$ cat src/rtl/oldland_bus_arbiter_if.sv
// Oldland data bus handshake bundle (access/ack/error) shared by masters and the slave port.
// The master modport drives the request; the slave modport answers it.
interface oldland_bus_arbiter_if #(
    parameter int ADDR_WIDTH = 32,
    parameter int DATA_WIDTH = 32
);
    logic [ADDR_WIDTH-1:0]   addr;
    logic [DATA_WIDTH/8-1:0] bytesel;
    logic                    wr_en;
    logic [DATA_WIDTH-1:0]   wr_val;
    logic                    access;
    logic [DATA_WIDTH-1:0]   data;
    logic                    ack;
    logic                    error;

    modport master (
        output addr, bytesel, wr_en, wr_val, access,
        input  data, ack, error
    );

    modport slave (
        input  addr, bytesel, wr_en, wr_val, access,
        output data, ack, error
    );
endinterface

$ cat src/rtl/oldland_bus_arbiter.sv
// Two-master round-robin arbiter for the oldland data bus with a registered slave request.
// Optional slave timeout is enabled by defining OLDLAND_ARB_TIMEOUT_EN.
module oldland_bus_arbiter #(
    parameter int ADDR_WIDTH     = 32,
    parameter int DATA_WIDTH     = 32,
    parameter int TIMEOUT_CYCLES = 255
) (
    input  logic                 clk,
    input  logic                 rst,
    oldland_bus_arbiter_if.slave m0,
    oldland_bus_arbiter_if.slave m1,
    oldland_bus_arbiter_if.master s
);
    // state | meaning
    // IDLE  | no transfer in flight; arbitrate and register the winner's request
    // GNT0  | m0 owns the slave; waiting for s_ack/s_error (or timeout)
    // GNT1  | m1 owns the slave; waiting for s_ack/s_error (or timeout)
    localparam logic [1:0] IDLE = 2'd0;
    localparam logic [1:0] GNT0 = 2'd1;
    localparam logic [1:0] GNT1 = 2'd2;

    if (TIMEOUT_CYCLES < 2) begin : g_bad_timeout
        $error("oldland_bus_arbiter: TIMEOUT_CYCLES must be >= 2");
    end

    logic [1:0]              state;
    logic                    last_gnt;
    logic [ADDR_WIDTH-1:0]   s_addr_q;
    logic [DATA_WIDTH/8-1:0] s_bytesel_q;
    logic                    s_wr_en_q;
    logic [DATA_WIDTH-1:0]   s_wr_val_q;
    logic                    s_access_q;
    logic                    pick_m1;
    logic                    tmo;
    logic                    done;

    // m1 wins when it is the only requester, or on contention when m0 was served last
    assign pick_m1 = m1.access && (!m0.access || !last_gnt);

`ifdef OLDLAND_ARB_TIMEOUT_EN
    localparam int CW = $clog2(TIMEOUT_CYCLES + 1);
    logic [CW-1:0] wait_cnt;

    assign tmo = (state != IDLE) && (wait_cnt == CW'(TIMEOUT_CYCLES - 1))
                 && !(s.ack || s.error);

    always_ff @(posedge clk) begin
        if (rst || state == IDLE)
            wait_cnt <= '0;
        else
            wait_cnt <= wait_cnt + 1'b1;
    end
`else
    assign tmo = 1'b0;
`endif

    assign done = s.ack || s.error || tmo;

    always_ff @(posedge clk) begin
        if (rst) begin
            state       <= IDLE;
            last_gnt    <= 1'b1;
            s_access_q  <= 1'b0;
            s_addr_q    <= '0;
            s_bytesel_q <= '0;
            s_wr_en_q   <= 1'b0;
            s_wr_val_q  <= '0;
        end else begin
            case (state)
                IDLE: begin
                    if (m0.access || m1.access) begin
                        s_access_q  <= 1'b1;
                        s_addr_q    <= pick_m1 ? m1.addr    : m0.addr;
                        s_bytesel_q <= pick_m1 ? m1.bytesel : m0.bytesel;
                        s_wr_en_q   <= pick_m1 ? m1.wr_en   : m0.wr_en;
                        s_wr_val_q  <= pick_m1 ? m1.wr_val  : m0.wr_val;
                        state       <= pick_m1 ? GNT1 : GNT0;
                    end
                end
                GNT0, GNT1: begin
                    if (done) begin
                        s_access_q <= 1'b0;
                        last_gnt   <= (state == GNT1);
                        state      <= IDLE;
                    end
                end
                default: state <= IDLE;
            endcase
        end
    end

    assign s.addr    = s_addr_q;
    assign s.bytesel = s_bytesel_q;
    assign s.wr_en   = s_wr_en_q;
    assign s.wr_val  = s_wr_val_q;
    assign s.access  = s_access_q;

    // Responses go only to the granted master, and only while it still holds access
    always_comb begin
        m0.data  = '0;
        m0.ack   = 1'b0;
        m0.error = 1'b0;
        m1.data  = '0;
        m1.ack   = 1'b0;
        m1.error = 1'b0;
        if (state == GNT0) begin
            m0.data  = s.data;
            m0.ack   = m0.access && s.ack && !s.error;
            m0.error = m0.access && (s.error || tmo);
        end
        if (state == GNT1) begin
            m1.data  = s.data;
            m1.ack   = m1.access && s.ack && !s.error;
            m1.error = m1.access && (s.error || tmo);
        end
    end
endmodule

$ cat src/flat_wrapper.sv
// flat-port wrapper written by rule: the top's interface ports become plain ports
module oldland_bus_arbiter_flat 
#(
    parameter int ADDR_WIDTH     = 32,
    parameter int DATA_WIDTH     = 32,
    parameter int TIMEOUT_CYCLES = 255
)
  (clk, rst, m0_addr, m0_bytesel, m0_wr_en, m0_wr_val, m0_access, m0_data, m0_ack, m0_error, m1_addr, m1_bytesel, m1_wr_en, m1_wr_val, m1_access, m1_data, m1_ack, m1_error, s_addr, s_bytesel, s_wr_en, s_wr_val, s_access, s_data, s_ack, s_error);
  oldland_bus_arbiter_if #(.ADDR_WIDTH(ADDR_WIDTH), .DATA_WIDTH(DATA_WIDTH)) m0_i ();
  oldland_bus_arbiter_if #(.ADDR_WIDTH(ADDR_WIDTH), .DATA_WIDTH(DATA_WIDTH)) m1_i ();
  oldland_bus_arbiter_if #(.ADDR_WIDTH(ADDR_WIDTH), .DATA_WIDTH(DATA_WIDTH)) s_i ();
  input  logic clk;
  input  logic rst;
  input wire logic [$bits(m0_i.addr)-1:0] m0_addr;
  input wire logic [$bits(m0_i.bytesel)-1:0] m0_bytesel;
  input wire logic [$bits(m0_i.wr_en)-1:0] m0_wr_en;
  input wire logic [$bits(m0_i.wr_val)-1:0] m0_wr_val;
  input wire logic [$bits(m0_i.access)-1:0] m0_access;
  output wire logic [$bits(m0_i.data)-1:0] m0_data;
  output wire logic [$bits(m0_i.ack)-1:0] m0_ack;
  output wire logic [$bits(m0_i.error)-1:0] m0_error;
  input wire logic [$bits(m1_i.addr)-1:0] m1_addr;
  input wire logic [$bits(m1_i.bytesel)-1:0] m1_bytesel;
  input wire logic [$bits(m1_i.wr_en)-1:0] m1_wr_en;
  input wire logic [$bits(m1_i.wr_val)-1:0] m1_wr_val;
  input wire logic [$bits(m1_i.access)-1:0] m1_access;
  output wire logic [$bits(m1_i.data)-1:0] m1_data;
  output wire logic [$bits(m1_i.ack)-1:0] m1_ack;
  output wire logic [$bits(m1_i.error)-1:0] m1_error;
  output wire logic [$bits(s_i.addr)-1:0] s_addr;
  output wire logic [$bits(s_i.bytesel)-1:0] s_bytesel;
  output wire logic [$bits(s_i.wr_en)-1:0] s_wr_en;
  output wire logic [$bits(s_i.wr_val)-1:0] s_wr_val;
  output wire logic [$bits(s_i.access)-1:0] s_access;
  input wire logic [$bits(s_i.data)-1:0] s_data;
  input wire logic [$bits(s_i.ack)-1:0] s_ack;
  input wire logic [$bits(s_i.error)-1:0] s_error;
  assign m0_i.addr = m0_addr;
  assign m0_i.bytesel = m0_bytesel;
  assign m0_i.wr_en = m0_wr_en;
  assign m0_i.wr_val = m0_wr_val;
  assign m0_i.access = m0_access;
  assign m0_data = m0_i.data;
  assign m0_ack = m0_i.ack;
  assign m0_error = m0_i.error;
  assign m1_i.addr = m1_addr;
  assign m1_i.bytesel = m1_bytesel;
  assign m1_i.wr_en = m1_wr_en;
  assign m1_i.wr_val = m1_wr_val;
  assign m1_i.access = m1_access;
  assign m1_data = m1_i.data;
  assign m1_ack = m1_i.ack;
  assign m1_error = m1_i.error;
  assign s_addr = s_i.addr;
  assign s_bytesel = s_i.bytesel;
  assign s_wr_en = s_i.wr_en;
  assign s_wr_val = s_i.wr_val;
  assign s_access = s_i.access;
  assign s_i.data = s_data;
  assign s_i.ack = s_ack;
  assign s_i.error = s_error;
  oldland_bus_arbiter #(.ADDR_WIDTH(ADDR_WIDTH), .DATA_WIDTH(DATA_WIDTH), .TIMEOUT_CYCLES(TIMEOUT_CYCLES)) u_core (.clk(clk), .rst(rst), .m0(m0_i), .m1(m1_i), .s(s_i));
endmodule
$ cat config.mk
export PLATFORM = sky130hd
export DESIGN_NAME = oldland_bus_arbiter_flat
export DESIGN_NICKNAME = d
export VERILOG_FILES = /design/src/rtl/oldland_bus_arbiter_if.sv /design/src/rtl/oldland_bus_arbiter.sv /design/src/flat_wrapper.sv
export SDC_FILE = /design/constraint.sdc
export NUM_CORES = 1
export LEC_CHECK = 0
export ABC_AREA = 1
export CORE_AREA = 2 2 121 123
export CTS_CLUSTER_SIZE = 20
export DETAILED_ROUTE_END_ITERATION = 8
export DIE_AREA = 0 0 123 125
export PLACE_DENSITY = 0.74
export SLEW_MARGIN = 10
export SYNTH_ARGS = -nofsm -noshare
export SYNTH_HDL_FRONTEND = slang
export SYNTH_SLANG_ARGS = --single-unit
$ cat constraint.sdc
create_clock -name clk -period 2.5 [get_ports clk]
set_input_delay 0.25 -clock clk [delete_from_list [all_inputs] [get_ports clk]]
set_output_delay 0.25 -clock clk [all_outputs]
set_load 0.05 [all_outputs]
Figure 1. Signal metal coverage by tile.
Drawn at 3 px/um. 25 x 25 tiles, from dark purple (low) to yellow (high), scaled to the fullest tile. Values are wire area over tile area, all layers added.
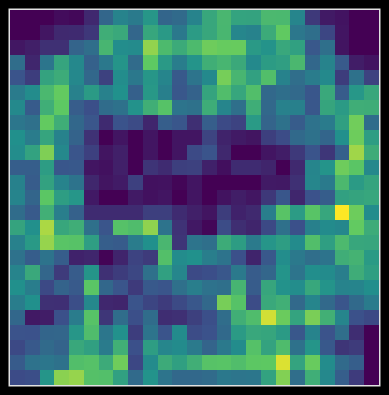
nearly empty tiles: 5.6%
mean over tiles: 0.18
fullest tile: 0.46
tiles over half the peak: 31%
Via Count: 5,460
Avg WL per Cell: 13.1 um
final WL: 16,400 um
GRT Total Usage: 20.9%

Figure 2. Floorplan with the power grid.
Drawn at 4 px/um. Pins as bars on the die edge.
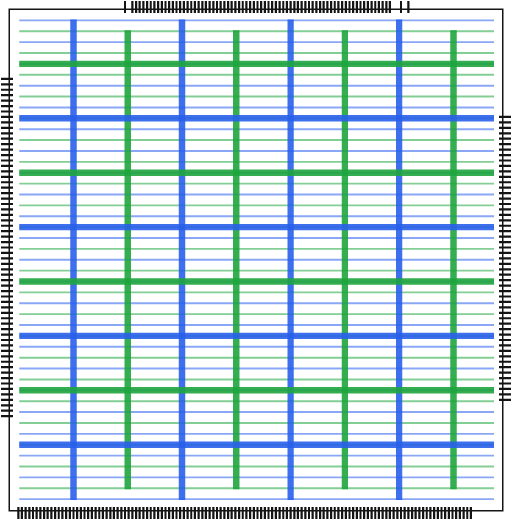
| color | net |
|---|---|
| blue | VSS |
| green | VDD |
signal pins: 314
rows: 44

Figure 3. Close-up of the layout.
Region (36, 62) to (86, 112) um. Cells in gray, sequential cells in the stronger gray; small squares are vias.
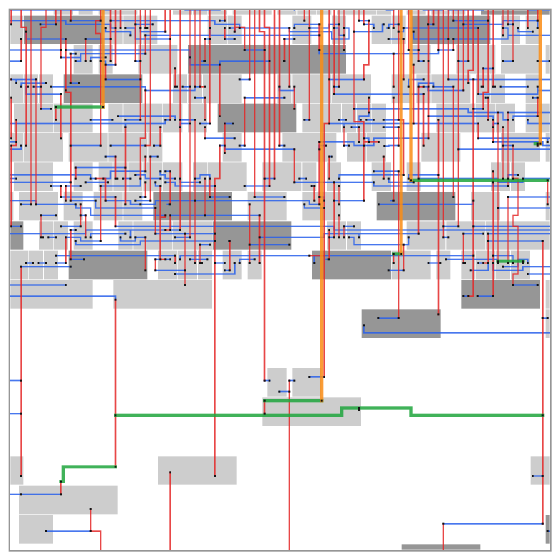
| color | layer |
|---|---|
| orange | metal 4 |
| red | metal 2 |
| green | metal 3 |
| blue | metal 1 |
cells with their middle in the window: 127
netlist names of flops here include: `u_core.s.wr_val` (11)
sequential cells in the window: 13
most frequent: clkdlybuf4s50_1 (29), nand2_1 (23), nand3_1 (21)

[worst max-delay path, delay by kind of cell (launching register included)]
kind | cells | cell delay (ps)
buffers and inverters | 4 | 630
adder cells (fa/ha/maj) | 1 | 180
flip-flops | 1 | 340
AND/OR/NAND/NOR | 1 | 360
[cells in the final DEF, fill, tap and decap left out]
master           instances
nand3_1                141
nor3_1                   2
clkinv_4                 1
clkdlybuf4s50_1        243
buf_12                  63
nand2_2                  2
buf_2                    2
dfxtp_1                 73
clkinvlp_4               2
a21oi_1                 72
nor2_1                   2
bufinv_16                1
inv_6                    1
clkinv_2                 1
diode_2                  1
clkbuf_16                9
nand2_1                211
o21ai_0                  1
inv_4                    1
nor2_4                   2
inv_1                  215
nor4_2                   2
clkbuf_1                 1
buf_4                   16
nand4_1                  1
ha_1                     4
[flip-flops by register name, indices dropped and copies added, names as in the netlist]
signal	cells
u_core.s.access	1
u_core.s.wr_val	32
u_core.state	2
u_core.s.wr_en	1
u_core.s.bytesel	4
u_core.last_gnt	1
u_core.s.addr	32
[power breakdown]
group | leakage, nW | switching (mW) | internal, mW
registers | 0.604 | 0.0725 | 1.31
logic | 3.70 | 1.35 | 0.901
clock network | 0.139 | 0.502 | 0.777
total | 4.44 | 1.92 | 2.98
[per-layer routing]
| metal | part of all wire (%) | wire length (um) | vias to the layer above |
|---|---|---|---|
| li1 | - | - | 2882 |
| met2 | 50 | 8190 | 171 |
| met1 | 41 | 6660 | 2385 |
| met3 | 7.8 | 1270 | 20 |
| met4 | 1.7 | 279 | 2 |
| met5 | 0.079 | 13 | - |
[path summary, 6_finish.rpt]
kind,from,end,cells after the start
max,u_core.state[0],m1_ack,6
min,m1_access,u_core.s.access,6
max reg2reg,u_core.state[0],u_core.s.bytesel[0],7
min reg2reg,u_core.s.addr[31],u_core.s.addr[31],2
[through the flow]
step                instances  area (um^2)  setup WS (ps)  hold slack (ps)
floorplan                 781         4500            368              462
finish                   1254         8620            424              455
detailed placement       1237         8330            509              454
global placement         1237         8330            559              451
global route             1253         8620            297              480
CTS                      1253         8620            401              454
[area by class of cell]
class                      instances  area share, %
timing repair buffer             324           44.3
multi-input combinational        440           23.2
sequential                        73           16.9
inverter                         216           9.43
tap                              184           2.67
clock buffer                      10           2.65
clock inverter                     6          0.783
antenna                            1         0.0290
[cells by family after synthesis]
kind of cell,after synthesis
AND-OR/OR-AND,73
adder cells (fa/ha/maj),4
buffers and inverters,268
flip-flops,73
AND/OR/NAND/NOR,363
==> reports/results.tsv <==
stage	metric	value	unit
outcome	outcome	complete, no violations	
pwr	ir_worst_vdd	0.325	mV
cts	cts_resized	0	
global_routing	overflow	0	
logic_synthesis	ff_type	dfxtp_1	
critical_path	cpPeakStageDelay	360	ps
final_layout	logic_area	0.00200	mm^2
sta	tightestPinTransition	694	ps
sta	skew	6.41	ps
global_routing	grt_pass1_vias	5003	
die	die_w	123	um
cts	cts-root-buf	clkbuf_16	
logic_synthesis	top_cell_area_share	32.5	%
final_layout	ff_latch_area	0.00146	mm^2
final_layout	drive_gt1_share	9.64	%
detailed_routing	ant_nets	0	
critical_path	crit_arrival	1830	ps
sta	fmax	482	MHz
placement	dp.final_hpwl	12300	um
logic_synthesis	xor_share	0	%
sta	tns	0	ps
detailed_routing	first_pass_iters	5	
detailed_routing	drc_errors	0	
global_routing	grtUsageMet2	35.7	%
global_routing	grt_start_max_net_pins	72	
logic_synthesis	yosysMostFrequentCell	inv_1	
logic_synthesis	largest_area_cell	dfxtp_1	
job	warnings	29	
die	core	0.0142	mm^2
critical_path	crit_chain	inv_1, ha_1, buf_4, inv_1, nor4_2, buf_12	
Power is estimated from default activity; no workload was simulated.
